`config.mk`:
```
export PLATFORM = sky130hd
export DESIGN_NAME = spi_tx_arbiter
export DESIGN_NICKNAME = d
export VERILOG_FILES = /design/src/rtl/spi_pkg.sv /design/src/rtl/spi_rr_pick.sv /design/src/rtl/spi_tx_arbiter.sv
export SDC_FILE = /design/constraint.sdc
export NUM_CORES = 1
export LEC_CHECK = 0
export CAP_MARGIN = 20
export CORE_MARGIN = 2
export CORE_UTILIZATION = 34
export CTS_CLUSTER_SIZE = 20
export DETAILED_ROUTE_END_ITERATION = 16
export PLACE_DENSITY_LB_ADDON = 0.2
export SLEW_MARGIN = 0
export SYNTH_ARGS = -nofsm -noshare
export SYNTH_HDL_FRONTEND = slang
export SYNTH_SLANG_ARGS = --single-unit
```
`constraint.sdc`:
```
create_clock -name clk -period 1.6 [get_ports clk]
set_input_delay 0.24 -clock clk [delete_from_list [all_inputs] [get_ports clk]]
set_output_delay 0.24 -clock clk [all_outputs]
set_load 0.1 [all_outputs]
```
`src/rtl/spi_pkg.sv`:
```
// rtl/spi_pkg.sv - shared state encoding and defaults for the SPI transmit arbiter
package spi_pkg;

  typedef enum logic [1:0] {
    IDLE     = 2'd0,
    LAUNCH   = 2'd1,
    WAIT_END = 2'd2,
    DONE     = 2'd3
  } arb_state_t;

  localparam int NREQ_DEF = 4;
  localparam int DW_DEF   = 8;
  localparam int WD_MIN_W = 8;

endpackage

```
`src/rtl/spi_rr_pick.sv`:
```
// rtl/spi_rr_pick.sv - combinational rotating-priority picker; ptr holds the highest priority
module spi_rr_pick
  import spi_pkg::*;
#(
  parameter int NREQ = NREQ_DEF,
  parameter int IW   = $clog2(NREQ)
) (
  input  logic [NREQ-1:0] req,
  input  logic [IW-1:0]   ptr,
  output logic [IW-1:0]   idx,
  output logic            any
);

  logic [IW-1:0] cand;

  // Walk from the lowest priority up so the slot at ptr is written last and wins.
  always_comb begin
    idx  = '0;
    cand = '0;
    any  = |req;
    for (int k = NREQ - 1; k >= 0; k--) begin
      cand = IW'((int'(ptr) + k) % NREQ);
      if (req[cand]) begin
        idx = cand;
      end
    end
  end

endmodule

```
`src/rtl/spi_tx_arbiter.sv`:
```
// rtl/spi_tx_arbiter.sv - round-robin arbiter sharing one SPI byte-transmit master
// SPI_ARB_TIMEOUT_EN adds a watchdog that aborts a stalled transfer and pulses err.
module spi_tx_arbiter
  import spi_pkg::*;
#(
  parameter int NREQ      = NREQ_DEF,
  parameter int DW        = DW_DEF,
  parameter int TO_CYCLES = 255
) (
  input  logic               clk,
  input  logic               rst,
  input  logic [NREQ-1:0]    req,
  input  logic [NREQ*DW-1:0] req_dat,
  output logic [NREQ-1:0]    gnt,
  output logic [NREQ-1:0]    done,
  output logic               spi_tx_en,
  output logic [DW-1:0]      spi_dat,
  input  logic               spi_cs,
  output logic               busy,
  output logic               err
);

  localparam int IW = $clog2(NREQ);
  localparam logic [NREQ-1:0] ONE = NREQ'(1);

  arb_state_t    state, state_n;
  logic [IW-1:0] ptr, ptr_n;
  logic [IW-1:0] idx_q, idx_n;
  logic [IW-1:0] ptr_adv;
  logic [IW-1:0] pick_idx;
  logic          pick_any;
  logic [DW-1:0] dat_n;
  logic [DW-1:0] req_slot [NREQ];

  for (genvar i = 0; i < NREQ; i++) begin : g_slot
    assign req_slot[i] = req_dat[i*DW +: DW];
  end

  spi_rr_pick #(
    .NREQ (NREQ),
    .IW   (IW)
  ) u_pick (
    .req (req),
    .ptr (ptr),
    .idx (pick_idx),
    .any (pick_any)
  );

  // The requester just served drops to the lowest priority.
  assign ptr_adv = (idx_q == IW'(NREQ - 1)) ? '0 : idx_q + IW'(1);

  assign busy      = (state != IDLE);
  assign spi_tx_en = (state == LAUNCH);
  assign gnt       = busy ? (ONE << idx_q) : '0;
  assign done      = (state == DONE) ? (ONE << idx_q) : '0;

`ifdef SPI_ARB_TIMEOUT_EN
  localparam int CW = ($clog2(TO_CYCLES + 1) > WD_MIN_W) ? $clog2(TO_CYCLES + 1) : WD_MIN_W;

  logic [CW-1:0] wd_cnt;
  logic          to_hit;
  logic          err_q;

  assign to_hit = ((state == LAUNCH) || (state == WAIT_END)) && (wd_cnt == CW'(TO_CYCLES - 1));
  assign err    = err_q;

  always_ff @(posedge clk) begin
    if (rst || (state == IDLE)) begin
      wd_cnt <= '0;
    end else if (state != DONE) begin
      wd_cnt <= wd_cnt + CW'(1);
    end
    err_q <= rst ? 1'b0 : to_hit;
  end
`else
  assign err = 1'b0;
`endif

  always_comb begin
    state_n = state;
    ptr_n   = ptr;
    idx_n   = idx_q;
    dat_n   = spi_dat;
    case (state)
      IDLE: begin
        if (pick_any) begin
          state_n = LAUNCH;
          idx_n   = pick_idx;
          dat_n   = req_slot[pick_idx];
        end
      end
      LAUNCH: begin
        if (!spi_cs) state_n = WAIT_END;
      end
      WAIT_END: begin
        if (spi_cs) state_n = DONE;
      end
      DONE: begin
        state_n = IDLE;
        ptr_n   = ptr_adv;
      end
      default: state_n = IDLE;
    endcase
`ifdef SPI_ARB_TIMEOUT_EN
    if (to_hit) begin
      state_n = IDLE;
      ptr_n   = ptr_adv;
    end
`endif
  end

  always_ff @(posedge clk) begin
    if (rst) begin
      state   <= IDLE;
      ptr     <= '0;
      idx_q   <= '0;
      spi_dat <= '0;
    end else begin
      state   <= state_n;
      ptr     <= ptr_n;
      idx_q   <= idx_n;
      spi_dat <= dat_n;
    end
  end

endmodule

```
layers.png
Drawn at 8 px/um.
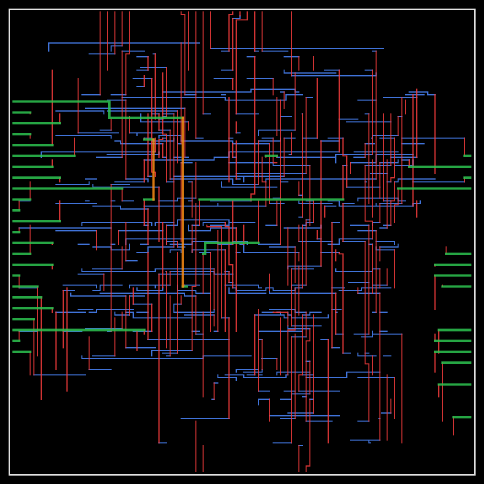
legend:
  M2:
    color: red
    wire_length: 1410 um
  M4:
    color: orange
    wire_length: 28.6 um
  M1:
    color: blue
    wire_length: 1140 um
  M3:
    color: green
    wire_length: 210 um
final WL: 2.79 mm
post-DR wirelength/cell: 13.5 um

clock_wires.png
Drawn at 6 px/um.
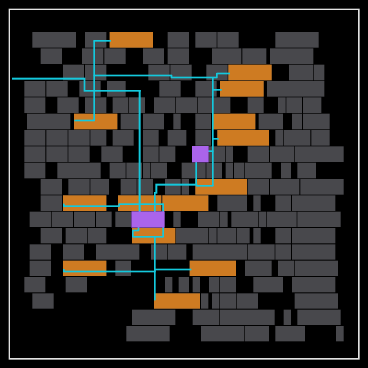
legend:
  clock-net drivers:
    color: purple
    count: 3
  flip-flops:
    color: orange
    count: 14
  clock wires:
    color: cyan
    length: 200 um
routed clock nets: 4
Clk pwr share: 6.1%
Latency at later pin: 0.27 ns
Worst Clk Skew: 0.00210 ns

==> impl_metrics.yaml <==
# flow metrics
clock_network:
  cts_buffer_depth: 2
  cts-htree-levels: 1
  cts_buffers: 3
  cts_hold_buf: 0
  clock-sinks: 14
  cts_root_buf: "clkbuf_4"
  clk_pin_slew_ns: 0.08
  post-cts-setup-buffer-count: 3
  tritoncts: "yes"
  cts_resized: 22
synth:
  syn_area_per_cell_um2: 9.19
  common_cells: "mux2i_1, dfxtp_1, nor2_1, ha_1, nand3b_1"
  synth_area_um2: 992
  top_cell_area_share_pct: 28.2
  ys_types: 28
  yosys.area.top_type: "dfxtp_1"
  logic_family: "simple AND/OR/NAND/NOR gates"
  edf_count: 0
  topCellsByArea: "dfxtp_1, mux2i_1, ha_1"
  synth_nets: 155
  ys_sh_simple_pct: 20.7
  ys_seq_elements: 14
  mux_area_share_pct: 20.2
  ys_cells: 108
  async_reset_ff_share_pct: 0
  adder_share_pct: 10.1
  synth-warning-count: 0
  postSynthCellCount: 108
  synth-xor-area-share_pct: 0
  ff_type: "dfxtp_1"
  ys_seq_share_pct: 28.2
  yosys_area_um2: 992
drt:
  route.met2.wl_mm: 1.41
  num_vias: 1047
  ant_nets: 0
  avgViaCountPerCell: 5.06
  routedLengthMet1_mm: 1.14
  first_pass_iters: 4
  drc: 0
  drtIter0Drc: 37
  topRoutingLayerUsed: "met4"
  wl_met3_um: 209
setup_path:
  startpoint: "ptr[0]"
  cp.buffers_inverters: 1
  reg2regPathDepth: 5
  max_stage_delay_ns: 0.52
  worstReg2RegStart: "ptr[0]"
  endpoint: "spi_dat[4]"
  cp-start-kind: "register"
  slowest_stage: "or4_1"
  cp_top_family: "AND-OR/OR-AND gates"
  r2r_end: "spi_dat[4]"
  crit_fanout: 5
  r2r_setup_slack_ns: -0.04
  end_kind: "register"
  worst_ep_arrival_time_ns: 1.84
  required_ns: 1.80
  crit_chain: "inv_1 -> o21ai_0 -> o2bb2a_2 -> or4_1 -> o211ai_1"
  worst-path-stages: 5
timing:
  setup_viol: 3
  whs_ns: 0.534
  rsz0062_at_grt: "yes"
  tns_ns: -0.0786
  slew_violations: 0
  max_freq_mhz: 609
  period_used_pct: 103
  setup_slack_ns: -0.0416
  period_needed_ns: 1.64
  hold_viol_final: 0
place:
  numPortBuffers: 56
  dp.cells: 201
  routabilityCongestion: 0.714
  dp_hpwl_mm: 2.31
  dp_slack_ns: -0.459
power:
  internal_power_mw: 1.52
  powerClk_uw: 195
  power.leakage_nw: 0.852
  p_seq_uw: 597
  pg_comb_mw: 2.40
  vdd_drop_max_uv: 1380
  power_mw: 3.19
  power-top-group: "combinational cells"
  power.density_nw_per_um2: 1590
  combPwrFrac_pct: 75.2
  pwr-share-seq_pct: 18.7
floorplan:
  io_pins: 58
  die_area_um2: 3370
  num_tap_cells: 31
  die_height_um: 58.0
  fp.coreArea_um2: 2760
  die_w_um: 58.0
  rows: 19
  initCoreUtil_pct: 36.0
finish:
  signal_buffers: 70
  flops: 14
  nClkBuffers: 3
  dominant_cells: "buffers"
  comb_cells: 82
  layout_top_cells: "clkdlybuf4s50_1, mux2i_1, buf_12, buf_4, nor2_1"
  n_all_inverters: 7
  area_growth_pct: 102
  largest_register_ffs: 8
  buf_share_pct: 42.7
  nFillCells: 215
  comb_area_share_pct: 38.4
  lay_top_count: "clkdlybuf4s50_1"
  instances_no_fill: 207
  top_register: "spi_dat"
  logic_area_um2: 771
  regArea_um2: 292
  antenna_cells: 0
  seq_share_pct: 14.5
  final_nets: 225
  clock_area_share_pct: 1.12
global_routing:
  grt_pass1_vias: 1058
  grt_use_met3_pct: 4.46
  grt_max_degree: 10
  antenna_found_initial: 0
  overflow: 0
  grt_pass1_wl_mm: 4.52
min_path:
  hold_path.class: "reg -> reg"
  hp-start: "idx_q[1]"
  whs_path_depth: 2
  worstHoldEndpoint: "idx_q[1]"
run:
  cap_violations: 0
  log.warning_count: 35
run_status:
  outcome: "finished, violations left"
  violations: "setup timing"
congestion_map.png
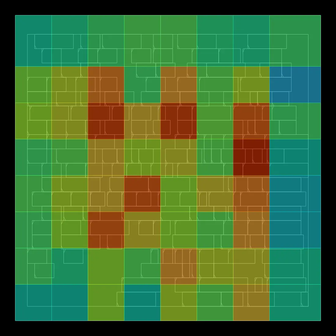
Final Core Density: 72.7%
M1 GR Usage: 20.1%
global-route usage over all layers: 17.3%
gr busiest metal: met2
M2 GR Usage: 31.3%

No activity file was given, so power comes from the tool's default toggle rates.
